--- src/rtl/data_sampling_mv.sv ---
// Majority-vote bit sampler for the UART receiver oversampling front end.
// Collects a window of 1, 3 or 5 samples centred on prescale/2 and, once the
// window closes, presents the voted bit with a one-cycle valid strobe. Bits
// whose samples disagree and configurations that shrink the vote are flagged.
module data_sampling_mv #(
  parameter int PRESCALE_W = 6,
  parameter int EDGE_W     = 6
) (
  input  logic                  CLK,
  input  logic                  RST,
  input  logic                  data_sample_en,
  input  logic                  RX_IN,
  input  logic [EDGE_W-1:0]     edge_cnt,
  input  logic [PRESCALE_W-1:0] prescale,
  input  logic                  sample_mode,
  output logic                  sampled_bit,
  output logic                  sample_valid,
  output logic                  noise_err,
  output logic                  cfg_err
);

  // Common width so edge positions and window bounds compare without truncation.
  localparam int CW = (PRESCALE_W > EDGE_W) ? PRESCALE_W : EDGE_W;

  // Configuration snapshot, frozen while a frame is being sampled.
  logic [PRESCALE_W-1:0] cfg_prescale_q;
  logic                  cfg_mode_q;

  // Per-bit accumulators (saturating, so a runaway window can never wrap).
  logic [2:0] ones_q;
  logic [2:0] cnt_q;

  // Window geometry derived from the configuration snapshot.
  logic [1:0]    half_k;
  logic [2:0]    n_samples;
  logic [CW-1:0] mid_w;
  logic [CW-1:0] lo_w;
  logic [CW-1:0] hi_w;
  logic [CW-1:0] edge_w;
  logic [CW-1:0] pre_w;

  // Per-cycle decode of the current edge position.
  logic       edge_ok;
  logic       new_bit;
  logic       in_win;
  logic       decide;
  logic [2:0] base_ones;
  logic [2:0] base_cnt;
  logic [2:0] ones_d;
  logic [2:0] cnt_d;
  logic       cfg_err_d;

  function automatic logic [2:0] sat_inc(input logic [2:0] v);
    return (v == 3'd7) ? v : v + 3'd1;
  endfunction

  // Choose the half-width of the vote window the configuration can support.
  always_comb begin
    // NOTE: every combinational output gets a default first so no path leaves it unassigned (no latch).
    half_k = 2'd1;
    if (cfg_prescale_q < 4) begin
      half_k = 2'd0;
    end else if (cfg_mode_q && (cfg_prescale_q >= 8)) begin
      half_k = 2'd2;
    end
  end

  // Window bounds: mid-K .. mid+K, with N = 2K+1 samples expected.
  always_comb begin
    n_samples = {half_k, 1'b1};
    mid_w     = CW'(cfg_prescale_q >> 1);
    lo_w      = mid_w - CW'(half_k);
    hi_w      = mid_w + CW'(half_k);
    edge_w    = CW'(edge_cnt);
    pre_w     = CW'(cfg_prescale_q);
  end

  // Fold the current sample into the running counts and detect window close.
  always_comb begin
    edge_ok   = edge_w < pre_w;
    new_bit   = edge_ok && (edge_w == '0);
    in_win    = edge_ok && (edge_w >= lo_w) && (edge_w <= hi_w);
    base_ones = new_bit ? 3'd0 : ones_q;
    base_cnt  = new_bit ? 3'd0 : cnt_q;
    ones_d    = base_ones;
    cnt_d     = base_cnt;
    if (in_win) begin
      ones_d = RX_IN ? sat_inc(base_ones) : base_ones;
      cnt_d  = sat_inc(base_cnt);
    end
    // Only a window that collected every sample produces a decision; a
    // partial window after reset or re-enable is silently discarded.
    decide    = data_sample_en && in_win && (edge_w == hi_w) && (cnt_d == n_samples);
    // Requested vote wider than the prescale allows.
    cfg_err_d = (sample_mode && (prescale < 8)) || (prescale < 4);
  end

  // Configuration capture, accumulation and the registered vote outputs.
  always_ff @(posedge CLK or negedge RST) begin
    // NOTE: every register here is small control state, so all are cleared by the async reset.
    if (!RST) begin
      cfg_prescale_q <= '0;
      cfg_mode_q     <= 1'b0;
      cfg_err        <= 1'b0;
      ones_q         <= 3'd0;
      cnt_q          <= 3'd0;
      sampled_bit    <= 1'b0;
      noise_err      <= 1'b0;
      sample_valid   <= 1'b0;
    end else begin
      // NOTE: non-blocking assignments so every register samples pre-edge values.
      sample_valid <= 1'b0;
      if (!data_sample_en) begin
        cfg_prescale_q <= prescale;
        cfg_mode_q     <= sample_mode;
        cfg_err        <= cfg_err_d;
        ones_q         <= 3'd0;
        cnt_q          <= 3'd0;
      end else begin
        ones_q <= ones_d;
        cnt_q  <= cnt_d;
        if (decide) begin
          sampled_bit  <= ones_d > {1'b0, half_k};
          noise_err    <= (ones_d != 3'd0) && (ones_d != n_samples);
          sample_valid <= 1'b1;
        end
      end
    end
  end

endmodule
--- config.mk ---
export PLATFORM = sky130hd
export DESIGN_NAME = data_sampling_mv
export DESIGN_NICKNAME = d
export VERILOG_FILES = /design/src/rtl/data_sampling_mv.sv
export SDC_FILE = /design/constraint.sdc
export NUM_CORES = 1
export LEC_CHECK = 0
export CAP_MARGIN = 15
export CORE_ASPECT_RATIO = 0.6
export CORE_UTILIZATION = 48
export CTS_CLUSTER_SIZE = 40
export DETAILED_ROUTE_END_ITERATION = 6
export PLACE_DENSITY = 0.7
export SYNTH_ARGS = -nofsm -noshare
export SYNTH_HDL_FRONTEND = slang
export SYNTH_SLANG_ARGS = --single-unit
--- constraint.sdc ---
create_clock -name CLK -period 8.1 [get_ports CLK]
set_input_delay 1.62 -clock CLK [delete_from_list [all_inputs] [get_ports CLK]]
set_output_delay 1.62 -clock CLK [all_outputs]
set_load 0.03 [all_outputs]
**Run 1: pin placement**

(8 px per micron) Pins as bars across the die edge, other pins in grey.
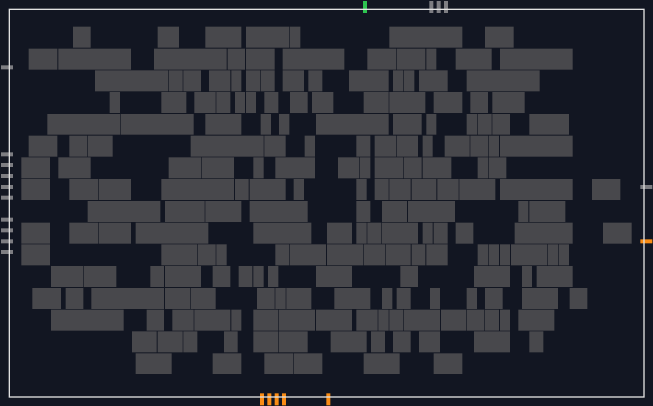
Key: orange = edge_cnt [pins 6, direction input, edge 5 south, 1 east]; green = sample_valid [pins 1, direction output, edge north]

**Run 1: port wiring**

(4 px per micron)
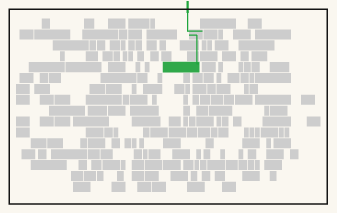
Key: green = sample_valid [direction output, edge north, end cells 1, buffers 1, wire 18.0 microns]

==> impl_metrics.csv, run 1 <==
group,metric,value,unit
job,max_cap_violations,0,
placed_design,placed_cells,245,
power,p_clk,0.0657,mW
global_route,grt_pass1_wl,6465,microns
cts,clk_path_buf_depth,2,
cells_and_area,num_antenna_cells,0,
timing,rsz0062_at_grt,"false",
timing,hold_viol,0,
cts,tritoncts,"done",
global_route,track_usage,23.40,%
critical_path,ff2ff_setup_slack,2.50,ns
cells_and_area,mostFrequentLayoutCells,"ha_1 (26), inv_1 (21), clkdlybuf4s50_1 (20)",
floorplanning,fp-utilization,51.58,%
placed_design,gp_congestion,0.8937,
critical_path,end_kind,"flip-flop",
critical_path,crit_arrival,5.93,ns
placed_design,dp_hpwl,3415,microns
yosys,netlist_instances,185,
route,antenna_left,0,
cts,cts_setup_buffers,0,
hold_path,worstHoldPathCells,1,
timing,relSlewSlack,47.77,%
global_route,grt_util_met2,36.21,%
floorplanning,ios,21,
cells_and_area,comb_cells,142,
cells_and_area,area_growth,16.57,%
route,wl_met2,1737,microns
route,vias,1477,
floorplanning,tap_cells,45,
timing,skew,0.006835,ns
route,wire_per_inst,16.31,microns
timing,finalSetupViolCount,0,
cells_and_area,nFillCells,307,
route,viasPerCell,5.932,
cells_and_area,num-nonclk-inverters,21,
yosys,ys.flop_type,"dfrtp_1",
global_route,grt_overflow,0,
status,outcome,"completed",
timing,whs,0.5126,ns
power,p_seq,0.100,mW
cells_and_area,seqCellArea,425.4,sq um
timing,max_freq,0.1726,GHz
power,power.density,151.0,mW/mm^2
yosys,fp_nets,230,
cells_and_area,largestClassByArea,"logic gates",
global_route,grt_pass1_vias,1336,
critical_path,crit_slowest_cell,"or4_1",
hold_path,min_from,"sampled_bit",
critical_path,required,8.24,ns
route,first_iter_violations,153,
cells_and_area,signal_buffer_area_fraction,10.02,%
yosys,synth_warnings,0,
critical_path,r2r_start,"cfg_prescale_q[3]",
cells_and_area,logic_area,0.001189,sq mm
hold_path,hold-path-endpoint,"sampled_bit",
cells_and_area,seq_share,21.29,%
cells_and_area,drive_gt1_share,9.314,%
power,p_sw_share,37.96,%
route,wl_met1,1990,microns
cts,cts_hold_buf,0,
route,met3_length,300,microns
cts,clk_latency,0.26,ns
cells_and_area,final_cell_area,0.001998,sq mm
critical_path,path_depth,17,
yosys,synth_seq_share,24.82,%
timing,tns,0,ns
global_route,grtUsageMet1,33.79,%
floorplanning,fp-row-count,16,
global_route,gr-max-usage-layer,"met2",
critical_path,crit_family,"AND-OR/OR-AND gates",
**Run 1: the metal 2 layer**

(8 px per micron)
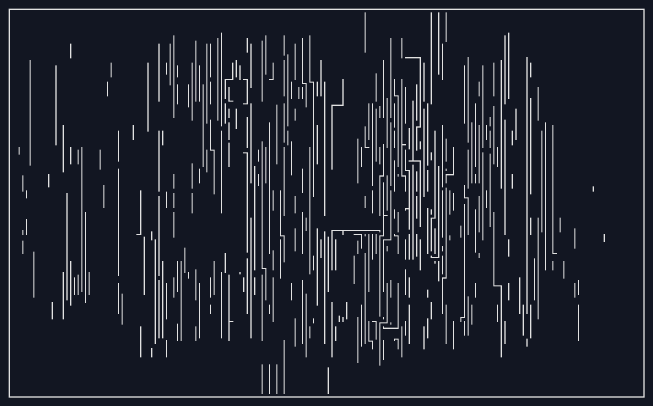
The layer carries 1740 microns of wire. The layer holds 43% of the routed length.

run 1: logic make-up (layout without fill, tap and decap cells):
family	count (synthesis)	count (layout)	synth area share, %
muxes	12	12	7.883
xor gates and xnor gates	7	7	3.577
buffers and inverters	26	45	5.840
adders and majority gates	28	28	21.31
AOI/OAI and AO/OA	43	43	18.76
and+or+nand+nor	52	52	17.81
DFF	17	17	24.82
run 1: registers in the layout (all words and copies together), names as in the netlist:
name and flops:
cfg_err 1, cfg_mode_q 1, cfg_prescale_q 6, cnt_q 3, noise_err 1, ones_q 3
sample_valid 1, sampled_bit 1
==> run 2, diff against run 1 <==
==> constraint.sdc (replaced) <==
create_clock -name CLK -period 5.45 [get_ports CLK]
set_input_delay 1.09 -clock CLK [delete_from_list [all_inputs] [get_ports CLK]]
set_output_delay 1.09 -clock CLK [all_outputs]
set_load 0.03 [all_outputs]
**Run 2: pin placement**

(8 px per micron) Pins as bars across the die edge, other pins in grey.
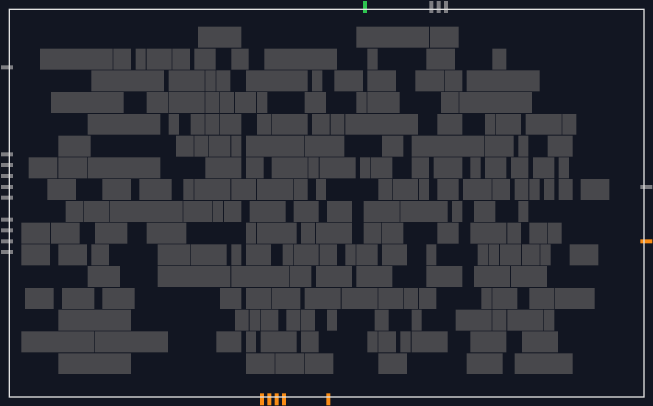
Key: orange = edge_cnt [pins 6, direction input, edge 5 south, 1 east]; green = sample_valid [pins 1, direction output, edge north]
All pins by edge: 10 west, 5 south, 4 north, 2 east.

==> run 2 against run 1 <==
Register-to-register slack got worse by 2.1 ns. Clock-buffer cell count is the same. Via count shrank 0.41%. Sequential cell count unchanged. Routed wire length increased by 2.9%. First-iteration DRC count down 53%. Synthesized area unchanged. Design area up 1.1%. Clock power rose by 49%. Sequential share of layout area down 0.22 points. Combinational power up 56%. Final cell count is 0.80% higher. Highest routed layer unchanged.
==> impl_metrics.csv, run 2 <==
group,metric,value,unit
status,outcome,"completed",
cells_and_area,top_register,"cfg_prescale_q",
global_route,track_usage,24.20,%
yosys,ys.flop_type,"dfrtp_1",
timing,relSlewSlack,48.58,%
global_route,grt_pass1_vias,1394,
critical_path,worst-setup-path-type,"reg2reg",
yosys,ys_sh_simple,17.81,%
cells_and_area,nFillCells,307,
yosys,fa_ha_area_share,21.31,%
timing,hold_viol,0,
timing,skew,0.005236,ns
floorplanning,fp-row-count,16,
timing,finalSetupViolCount,0,
cells_and_area,reg_top3,"cfg_prescale_q (6), cnt_q (3), ones_q (3)",
critical_path,r2r_start,"cfg_prescale_q[3]",
floorplanning,fp-utilization,51.58,%
cts,cts_setup_buffers,0,
critical_path,crit_slowest_cell,"or4_1",
power,ir_worst_vdd,0.0001577,V
yosys,syn_area,0.001714,sq mm
placed_design,dp_hpwl,3480,microns
route,wire_per_inst,16.65,microns
yosys,xor_area_share,3.577,%
route,viasPerCell,5.861,
hold_path,min_from,"sampled_bit",
cells_and_area,mostFrequentLayoutCells,"ha_1 (26), inv_1 (21), clkdlybuf4s50_1 (20)",
critical_path,crit_arrival,5.18,ns
route,met3_length,237,microns
hold_path,worstHoldPathCells,1,
route,first_iter_violations,72,
job,max_cap_violations,0,
cts,cts_hold_buf,0,
yosys,synthAoiAreaFrac,18.76,%
cells_and_area,area_growth,17.81,%
cells_and_area,num_antenna_cells,0,
timing,max_freq,0.1984,GHz
timing,tns,0,ns
yosys,synth_seq_share,24.82,%
critical_path,end_kind,"flip-flop",
yosys,topCellsByArea,"dfrtp_1 (25%), ha_1 (19%), inv_1 (4.6%)",
critical_path,crit_family,"simple AND/OR/NAND/NOR gates",
cells_and_area,drive_gt1_share,11.17,%
global_route,grt_pass1_wl,6672,microns
route,antenna_left,0,
global_route,grt_util_met2,40.86,%
global_route,gr-max-usage-layer,"met2",
yosys,synth_warnings,0,
power,power.density,227.3,mW/mm^2
placed_design,gp_congestion,0.8721,
timing,layout_min_cycle_time,5.041,ns
placed_design,post-place-ws,0.1705,ns
yosys,most_common_cell,"ha_1",
yosys,top_cell_area_share,24.82,%
route,wl_met1,2113,microns
hold_path,hold-path-endpoint,"sampled_bit",
yosys,logic_family,"adder cells",
route,wl_met2,1795,microns
route,vias,1471,
yosys,netlist_instances,185,
cts,clk_path_buf_depth,2,
critical_path,required,5.59,ns
yosys,synth.distinct_cells,49,
critical_path,ff2ff_setup_slack,0.41,ns
floorplanning,ios,21,
timing,finalMaxSlewViolations,0,
global_route,grtUsageMet1,32.38,%
global_route,grt_overflow,0,
cells_and_area,largest_reg_flops,6,
global_route,grt_start_max_net_pins,18,
yosys,fp_nets,230,
power,p_sw_share,38.50,%
cts,clk_latency,0.26,ns
power,p_clk,0.0980,mW
yosys,synthMuxAreaShare,7.883,%
critical_path,crit_path_start_kind,"flip-flop",
cts,tritoncts,"done",
power,p_seq,0.149,mW
timing,rsz0062_at_grt,"false",
critical_path,path_depth,19,
-- run 2: cell counts after synthesis --
No cell type changed its count.
-- run 2: cell type report --
type	instances	area (sq um)	area share, %
Tap cell	45	56.30	2.788
Clock buffer	3	41.29	2.045
Sequential cell	17	425.4	21.07
Clock inverter	1	7.507	0.3717
Timing Repair Buffer	22	215.2	10.66
Multi-Input combinational cell	142	1195	59.17
Inverter	21	78.83	3.903
-- run 2: per-stage QoR --
step	power, mW	cells	area (sq um)	hold slack, ns
2_1_floorplan	0.2924	185	1714	0.5027
3_3_place_gp	0.3440	247	1964	0.4741
3_5_place_dp	0.3576	247	1964	0.4788
4_1_cts	0.4557	251	2013	0.4940
5_1_grt	0.4906	251	2019	0.5278
6_report	0.4591	251	2019	0.4901
==> run 3, diff against run 2 <==
--- a/config.mk
+++ b/config.mk
@@ -8,7 +8,7 @@
 export CAP_MARGIN = 15
 export CORE_ASPECT_RATIO = 0.6
 export CORE_UTILIZATION = 48
-export CTS_CLUSTER_SIZE = 40
+export CTS_CLUSTER_SIZE = 20
 export DETAILED_ROUTE_END_ITERATION = 6
 export PLACE_DENSITY = 0.7
 export SYNTH_ARGS = -nofsm -noshare
**Run 3: pin placement**

(8 px per micron) Pins as bars across the die edge, other pins in grey.
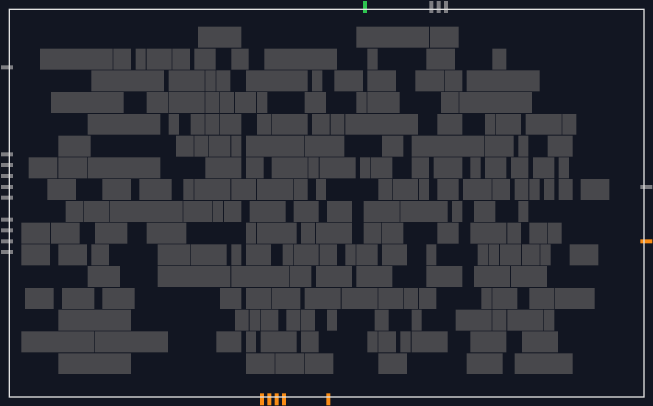
Die Width: 79.15 microns
I/O Buffers: 20
chip height: 48.29 microns

==> run 3 against run 2 <==
Register-to-register slack about the same. Setup slack unchanged. Clock-buffer cell count unchanged. Utilization unchanged. Non-clock buffer count unchanged. Largest cell class unchanged.
==> impl_metrics.csv, run 3 <==
group,metric,value,unit
power,fin_total_pwr,0.4591,mW
cts,tritoncts,"done",
placed_design,place_area,0.001964,sq mm
route,first_iter_violations,72,
placed_design,gp_congestion,0.8721,
cells_and_area,stdcell_count,251,
floorplanning,fp-utilization,51.58,%
critical_path,crit_path_start_kind,"flip-flop",
power,p_sw_share,38.50,%
global_route,grt_pass1_wl,6672,microns
critical_path,crit_slowest_cell,"or4_1",
timing,tns,0,ns
route,wl_met2,1795,microns
yosys,fa_ha_area_share,21.31,%
cells_and_area,largest_reg_flops,6,
cells_and_area,area_growth,17.81,%
timing,rsz0062_at_grt,"false",
timing,skew,0.005236,ns
timing,layout_min_cycle_time,5.041,ns
critical_path,worst-setup-path-type,"reg2reg",
timing,relSlewSlack,48.58,%
yosys,fp_nets,230,
global_route,grt_overflow,0,
yosys,synthMuxAreaShare,7.883,%
yosys,synth.distinct_cells,49,
cells_and_area,num_antenna_cells,0,
timing,hold_viol,0,
route,wl_met1,2113,microns
global_route,track_usage,24.20,%
timing,finalMaxSlewViolations,0,
route,met3_length,237,microns
timing,max_freq,0.1984,GHz
placed_design,placed_cells,247,
yosys,netlist_instances,185,
cells_and_area,reg_top3,"cfg_prescale_q (6), cnt_q (3), ones_q (3)",
route,viasPerCell,5.861,
route,vias,1471,
power,p_seq,0.149,mW
timing,whs,0.4901,ns
yosys,logic_family,"adder cells",
yosys,synth_seq_share,24.82,%
yosys,ys_sh_simple,17.81,%
cts,clk_path_buf_depth,2,
global_route,grt_start_max_net_pins,18,
power,power.density,227.3,mW/mm^2
route,antenna_left,0,
cells_and_area,final_cell_area,0.002019,sq mm
yosys,ys.flop_type,"dfrtp_1",
yosys,most_common_cell,"ha_1",
cts,cts_hold_buf,0,
global_route,grt_pass1_vias,1394,
cts,cts_setup_buffers,0,
power,ir_worst_vdd,0.0001577,V
route,wire_per_inst,16.65,microns
placed_design,dp_hpwl,3480,microns
timing,finalSetupViolCount,0,
floorplanning,fp-row-count,16,
yosys,synthAoiAreaFrac,18.76,%
critical_path,crit_arrival,5.18,ns
status,outcome,"completed",
[run 3: cell counts after synthesis]
Identical to the previous run, type by type.
[run 3: path summary, 6_finish.rpt]
check                           slack (ns)           end              start  cells after the start
worst max-delay path                  0.41   sampled_bit  cfg_prescale_q[3]                     19
worst min-delay path                  0.49   sampled_bit        sampled_bit                      1
worst max register to register        0.41   sampled_bit  cfg_prescale_q[3]                     19
worst min register to register        0.49   sampled_bit        sampled_bit                      1
max in group asynchronous             3.69  sample_valid                RST                      1
min in group asynchronous             1.28      cnt_q[0]                RST                      1
[run 3: cell type report]
type	count	area (sq um)	share of cell area, %
repair buffers	22	215.2	10.66
inverters	21	78.83	3.903
multi-input cells	142	1195	59.17
clock buffers	3	41.29	2.045
flip-flops and latches	17	425.4	21.07
clock inverters	1	7.507	0.3717
well taps	45	56.30	2.788
Power and IR drop assume default switching activity.
